**config.mk**
```make
export PLATFORM = sky130hd
export DESIGN_NAME = pong_score_keeper
export DESIGN_NICKNAME = d
export VERILOG_FILES = /design/src/rtl/pong_score_keeper_pkg.sv /design/src/rtl/bcd_to_7seg.sv /design/src/rtl/pong_score_keeper.sv
export SDC_FILE = /design/constraint.sdc
export NUM_CORES = 1
export LEC_CHECK = 0
export CORE_UTILIZATION = 45
export DETAILED_ROUTE_END_ITERATION = 10
export PLACE_DENSITY = 0.75
export SLEW_MARGIN = 0
export SYNTH_ARGS = -nofsm -noshare
export SYNTH_HDL_FRONTEND = slang
export SYNTH_SLANG_ARGS = --single-unit
```
**constraint.sdc**
```tcl
create_clock -name Clock -period 1.8 [get_ports Clock]
set_clock_uncertainty 0.1 [all_clocks]
set_input_delay 0.27 -clock Clock [delete_from_list [all_inputs] [get_ports Clock]]
set_output_delay 0.27 -clock Clock [all_outputs]
set_load 0.05 [all_outputs]
```
**src/rtl/pong_score_keeper_pkg.sv**
```systemverilog
// rtl/pong_score_keeper_pkg.sv - shared FSM encoding, blank code and 7-segment constants
package pong_score_keeper_pkg;

    localparam logic [0:0] ST_PLAY      = 1'b0;
    localparam logic [0:0] ST_GAME_OVER = 1'b1;

    localparam logic [3:0] BLANK_CODE = 4'hF;

    // Active-low, bit 0 = segment a through bit 6 = segment g
    localparam logic [6:0] SEG_0     = 7'b1000000;
    localparam logic [6:0] SEG_1     = 7'b1111001;
    localparam logic [6:0] SEG_2     = 7'b0100100;
    localparam logic [6:0] SEG_3     = 7'b0110000;
    localparam logic [6:0] SEG_4     = 7'b0011001;
    localparam logic [6:0] SEG_5     = 7'b0010010;
    localparam logic [6:0] SEG_6     = 7'b0000010;
    localparam logic [6:0] SEG_7     = 7'b1111000;
    localparam logic [6:0] SEG_8     = 7'b0000000;
    localparam logic [6:0] SEG_9     = 7'b0010000;
    localparam logic [6:0] SEG_BLANK = 7'b1111111;

endpackage

```
**src/rtl/bcd_to_7seg.sv**
```systemverilog
// rtl/bcd_to_7seg.sv - combinational BCD to active-low 7-segment decoder, codes 10-15 blank
module bcd_to_7seg
    import pong_score_keeper_pkg::*;
(
    input  logic [3:0] i_bcd,
    output logic [6:0] o_seg
);

    always_comb begin
        o_seg = SEG_BLANK;
        case (i_bcd)
            4'd0:    o_seg = SEG_0;
            4'd1:    o_seg = SEG_1;
            4'd2:    o_seg = SEG_2;
            4'd3:    o_seg = SEG_3;
            4'd4:    o_seg = SEG_4;
            4'd5:    o_seg = SEG_5;
            4'd6:    o_seg = SEG_6;
            4'd7:    o_seg = SEG_7;
            4'd8:    o_seg = SEG_8;
            4'd9:    o_seg = SEG_9;
            default: o_seg = SEG_BLANK;
        endcase
    end

endmodule

```
**src/rtl/pong_score_keeper.sv**
```systemverilog
// rtl/pong_score_keeper.sv - pong score, high score and lives keeper with multiplexed 4-digit display
module pong_score_keeper
    import pong_score_keeper_pkg::*;
#(
    parameter int SCAN_DIV    = 100000,
    parameter int START_LIVES = 3
) (
    input  logic       Clock,
    input  logic       Reset,
    input  logic       hit,
    input  logic       point_reset,
    output logic [3:0] score_ones,
    output logic [3:0] score_tens,
    output logic [3:0] high_ones,
    output logic [3:0] high_tens,
    output logic [1:0] lives,
    output logic       game_over,
    output logic [3:0] an,
    output logic [6:0] seg
);

    localparam int              CW      = (SCAN_DIV > 1) ? $clog2(SCAN_DIV) : 1;
    localparam logic [CW-1:0]   CNT_MAX = CW'(SCAN_DIV - 1);

    logic [0:0]    r_state;
    logic          r_hit_q;
    logic          r_miss_q;
    logic [3:0]    r_score_ones;
    logic [3:0]    r_score_tens;
    logic [3:0]    r_high_ones;
    logic [3:0]    r_high_tens;
    logic [1:0]    r_lives;
    logic [CW-1:0] r_cnt;
    logic [1:0]    r_idx;
    logic [3:0]    r_an;
    logic [6:0]    r_seg;

    logic          w_hit_rise;
    logic          w_miss_rise;
    logic [7:0]    w_score;
    logic [7:0]    w_high;
    logic [3:0]    w_digit;
    logic [6:0]    w_seg;

    assign w_hit_rise  = hit & ~r_hit_q;
    assign w_miss_rise = point_reset & ~r_miss_q;
    assign w_score     = {r_score_tens, r_score_ones};
    assign w_high      = {r_high_tens, r_high_ones};

    // Game state; a miss always wins over a simultaneous hit
    always_ff @(posedge Clock) begin
        if (Reset) begin
            r_state      <= ST_PLAY;
            r_hit_q      <= 1'b0;
            r_miss_q     <= 1'b0;
            r_score_ones <= 4'd0;
            r_score_tens <= 4'd0;
            r_high_ones  <= 4'd0;
            r_high_tens  <= 4'd0;
            r_lives      <= 2'(START_LIVES);
        end else begin
            r_hit_q  <= hit;
            r_miss_q <= point_reset;
            if (r_state == ST_PLAY) begin
                if (w_miss_rise) begin
                    if (w_score > w_high) begin
                        r_high_ones <= r_score_ones;
                        r_high_tens <= r_score_tens;
                    end
                    r_score_ones <= 4'd0;
                    r_score_tens <= 4'd0;
                    r_lives      <= r_lives - 2'd1;
                    if (r_lives <= 2'd1) begin
                        r_lives <= 2'd0;
                        r_state <= ST_GAME_OVER;
                    end
                end else if (w_hit_rise && (w_score != 8'h99)) begin
                    if (r_score_ones == 4'd9) begin
                        r_score_ones <= 4'd0;
                        r_score_tens <= r_score_tens + 4'd1;
                    end else begin
                        r_score_ones <= r_score_ones + 4'd1;
                    end
                end
            end else if (w_hit_rise) begin
                r_score_ones <= 4'd0;
                r_score_tens <= 4'd0;
                r_lives      <= 2'(START_LIVES);
                r_state      <= ST_PLAY;
            end
        end
    end

    always_comb begin
        w_digit = BLANK_CODE;
        case (r_idx)
            2'd0:    w_digit = (r_state == ST_GAME_OVER) ? BLANK_CODE : r_score_ones;
            2'd1:    w_digit = (r_state == ST_GAME_OVER) ? BLANK_CODE : r_score_tens;
            2'd2:    w_digit = r_high_ones;
            default: w_digit = r_high_tens;
        endcase
    end

    bcd_to_7seg u_bcd_to_7seg (
        .i_bcd (w_digit),
        .o_seg (w_seg)
    );

    // Display scan; an/seg lag the slot index by one register stage
    always_ff @(posedge Clock) begin
        if (Reset) begin
            r_cnt <= '0;
            r_idx <= 2'd0;
            r_an  <= 4'b1110;
            r_seg <= SEG_0;
        end else begin
            if (r_cnt == CNT_MAX) begin
                r_cnt <= '0;
                r_idx <= r_idx + 2'd1;
            end else begin
                r_cnt <= r_cnt + 1'b1;
            end
            r_an  <= ~(4'b0001 << r_idx);
            r_seg <= w_seg;
        end
    end

    assign score_ones = r_score_ones;
    assign score_tens = r_score_tens;
    assign high_ones  = r_high_ones;
    assign high_tens  = r_high_tens;
    assign lives      = r_lives;
    assign game_over  = (r_state == ST_GAME_OVER);
    assign an         = r_an;
    assign seg        = r_seg;

endmodule

```
**Run 1: placement view**

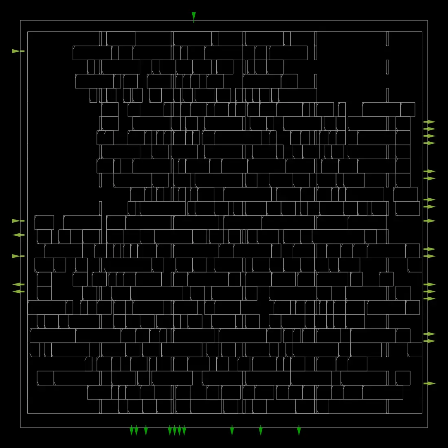
Core ar.: 5570 µm²
flop share of the area: 29.4%
registers: 51

**Run 1: cell classes on the final placement**

Fill, decap, tap and diode cells in grey.
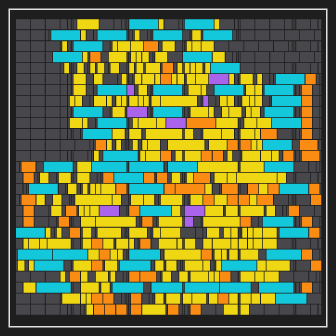
[purple] clock drivers and dummy loads | cells: 8
[yellow] combinational and other logic | cells: 234
[orange] other buffers and delay cells | cells: 73
[cyan] flops | cells: 51

==> results.sh, run 1 <==
# implementation run metrics
export IMPL_status="finished, violations left"
export IMPL_violations="setup timing"
export IMPL_comb_cells=217
export IMPL_first_global_vias=2168
export IMPL_die_area_um2=6140
export IMPL_ys_warnings_count=0
export IMPL_simple_gate_area_share_pct=23.0
export IMPL_drt_met1_wl_mm=2.65
export IMPL_hold_path_class="reg -> reg"
export IMPL_ys_seq_share_pct=38.9
export IMPL_drtIter0Drc=99
export IMPL_tapCellCount=72
export IMPL_swShare_pct=30.3
export IMPL_clkPwrFrac_pct=26.3
export IMPL_largest_area_cell="dfxtp_1"
export IMPL_p_comb_uw=594
export IMPL_critPathKind="reg -> reg"
export IMPL_yosys_cells=293
export IMPL_drcViolationCount=0
export IMPL_overflow=0
export IMPL_path_clk_slew_ps=90
export IMPL_fmax_mhz=549
export IMPL_worstPathCellList="inv_4 > ha_4 > buf_6 > a22oi_2 > a32oi_4 > buf_6 > xnor2_1 > nor2_1 > o21bai_1"
export IMPL_finalSetupViolCount=1
export IMPL_peakVddDrop_mv=0.434
export IMPL_place_inst=418
export IMPL_synth_flops=51
export IMPL_grt_use_met1_pct=23.9
export IMPL_inverters=17
export IMPL_maxSlewHeadroom_pct=66.8
export IMPL_p_per_area_nw_per_um2=668
export IMPL_chipHeight_um=78.3
export IMPL_post_route_period_util_pct=101
export IMPL_grt_pass1_wl_mm=9.58
export IMPL_viasPerCell=5.13
export IMPL_final_util_pct=65.5
export IMPL_netlist_area_um2=2620
export IMPL_post_synth_cell_area_avg_um2=8.95
export IMPL_met3_wirelength_um=198
export IMPL_fa_ha_area_share_pct=10.0
export IMPL_fin_ws_ps=-22.4
export IMPL_r2r_slack_ps=-20
**Run 1: routed metal, one colour a layer**

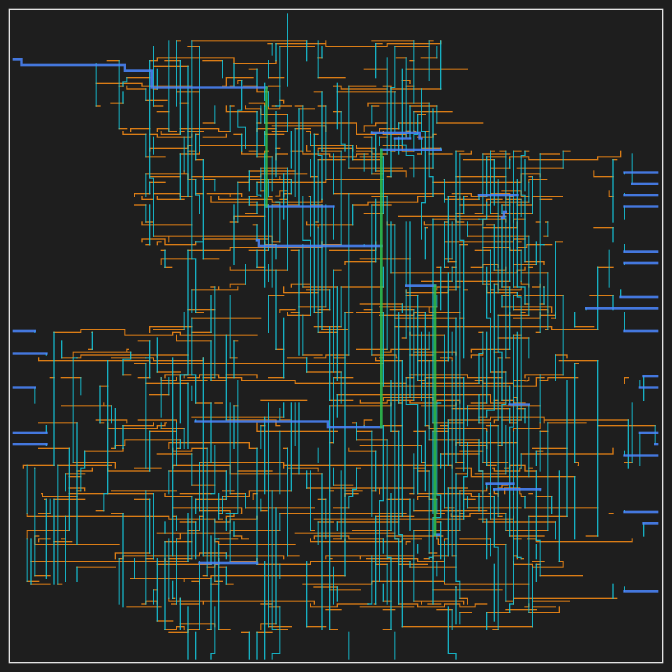
[blue] metal 3 | wire length: 199 µm
[cyan] metal 2 | wire length: 3190 µm
[green] metal 4 | wire length: 77.5 µm
[orange] metal 1 | wire length: 2650 µm

==> run 1: cell usage after synthesis (4+ instances only) <==
| master | n |
|---|---|
| a21oi_1 | 14 |
| nand2_1 | 15 |
| inv_1 | 17 |
| nor3_1 | 6 |
| mux2i_1 | 11 |
| nor2_1 | 42 |
| xnor2_1 | 13 |
| nand2b_1 | 19 |
| xor2_1 | 8 |
| nand4_1 | 5 |
| dfxtp_1 | 51 |
| ha_1 | 21 |
| o21ai_0 | 13 |
| nand3_1 | 8 |
| nor2b_1 | 4 |
==> run 1: registers in the layout (all words and copies together), names as in the netlist <==
register and flops:
high_ones 4, r_cnt 17, game_over 1, r_miss_q 1, r_hit_q 1, r_idx 2
lives 2, score_tens 4, high_tens 4, an 4, score_ones 4, seg 7
**Run 1: I/O nets highlighted**

Bar = 20 µm.
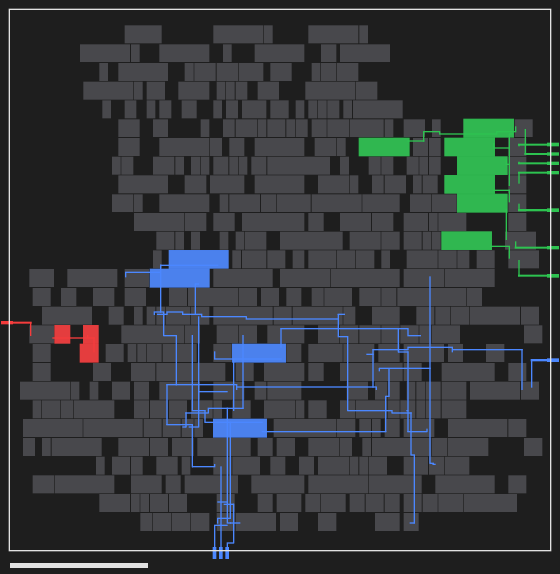

==> inputs of run 2 (changes only) <==
Settings changed: CORE_UTILIZATION 45 to 40, PLACE_DENSITY 0.75 to 0.68.
**Run 2: I/O nets highlighted**

Bar = 20 µm.
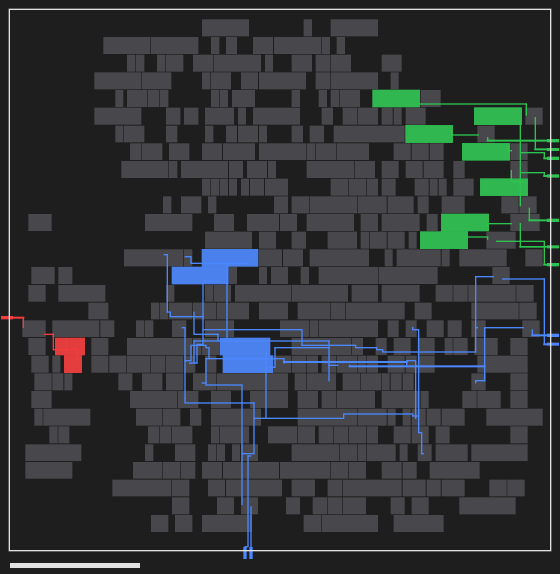
[red] point_reset | bits: 1 | direction: input | end cells: 3 | buffers: 1 | wire: 13.0 µm
[green] seg | bits: 7 | direction: output | end cells: 7 | buffers: 7 | wire: 97.0 µm
[blue] score_tens | bits: 4 | direction: output | end cells: 4 | buffers: 5 | wire: 413 µm
PortBufs: 33
Ports: 34

**Run 2: cell sizes after repair**

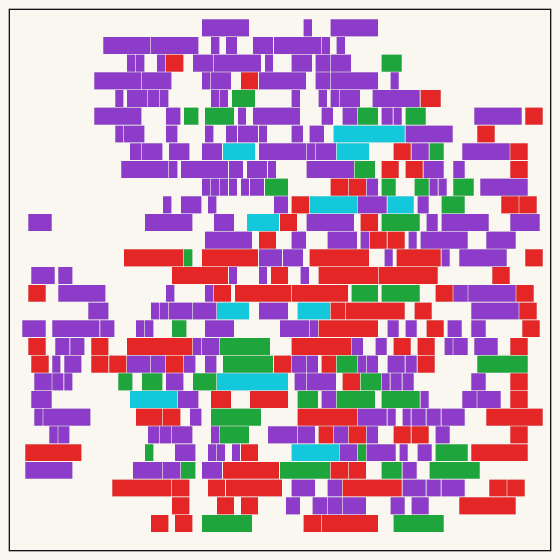
[cyan] _6 and larger | cells: 11 | share: 3.0%
[purple] _0 and _1 cells | cells: 221 | share: 61%
[red] _3 and _4 cells | cells: 92 | share: 25%
[green] _2 cells | cells: 40 | share: 11%
final worst-path setup slack: -11.1 ps
non-clock buffer count: 71

**Run 2: placement view**

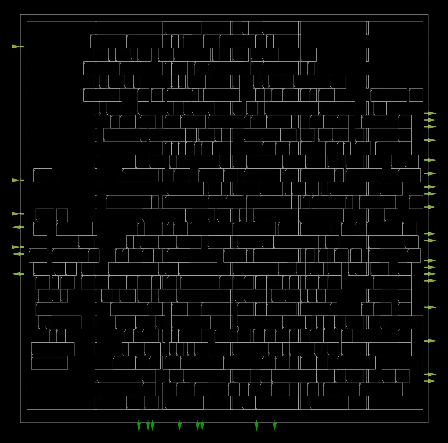
flop share of the area: 29.1%
final cell utilization of the core: 58.0%
Core ar.: 6350 µm²
Post-Layout Cell Count: 441
fillers: 555

==> results.sh, run 2 <==
# implementation run metrics
export IMPL_status="finished, violations left"
export IMPL_violations="setup timing"
export IMPL_grt_use_met1_pct=19.8
export IMPL_synth_flops=51
export IMPL_netlist_area_um2=2620
export IMPL_p_per_area_nw_per_um2=742
export IMPL_ys_warnings_count=0
export IMPL_drtIter0Drc=60
export IMPL_r2r_slack_ps=-10
export IMPL_maxSlewHeadroom_pct=66.4
export IMPL_fin_ws_ps=-11.1
export IMPL_grt_pass1_wl_mm=9.01
export IMPL_post_route_period_util_pct=101
export IMPL_drt_met1_wl_mm=2.55
export IMPL_critPathKind="reg -> reg"
export IMPL_post_synth_cell_area_avg_um2=8.95
export IMPL_fa_ha_area_share_pct=10.0
export IMPL_chipHeight_um=83.0
export IMPL_most_common_cell="dfxtp_1"
export IMPL_viasPerCell=5.10
export IMPL_simple_gate_area_share_pct=23.0
export IMPL_overflow=0
export IMPL_finalSetupViolCount=1
export IMPL_largest_area_cell="dfxtp_1"
export IMPL_place_inst=419
export IMPL_die_area_um2=6880
export IMPL_hold_path_class="reg -> reg"
-- run 2: cell counts after synthesis --
Identical to the previous run, type by type.
-- run 2: where the power goes --
part	switching [µW]	internal, µW
clock	372	555
sequential	44.9	1160
combinational	329	272
total	746	1990
-- run 2: logic make-up after synthesis --
logic type | after synthesis
XOR/XNOR | 21
AND/OR/NAND/NOR | 119
adder cells (fa/ha/maj) | 21
multiplexers | 11
buffers and inverters | 25
flip-flops | 51
AND-OR/OR-AND | 45
-- run 2: layout make-up --
type / count / area share [%]
multi-input cells: 217 / 46.7
flip-flops and latches: 51 / 29.1
repair buffers: 71 / 16.1
well taps: 77 / 2.62
clock buffers: 5 / 1.87
inverters: 17 / 1.87
clock inverters: 3 / 1.80
Power and IR drop assume default switching activity.
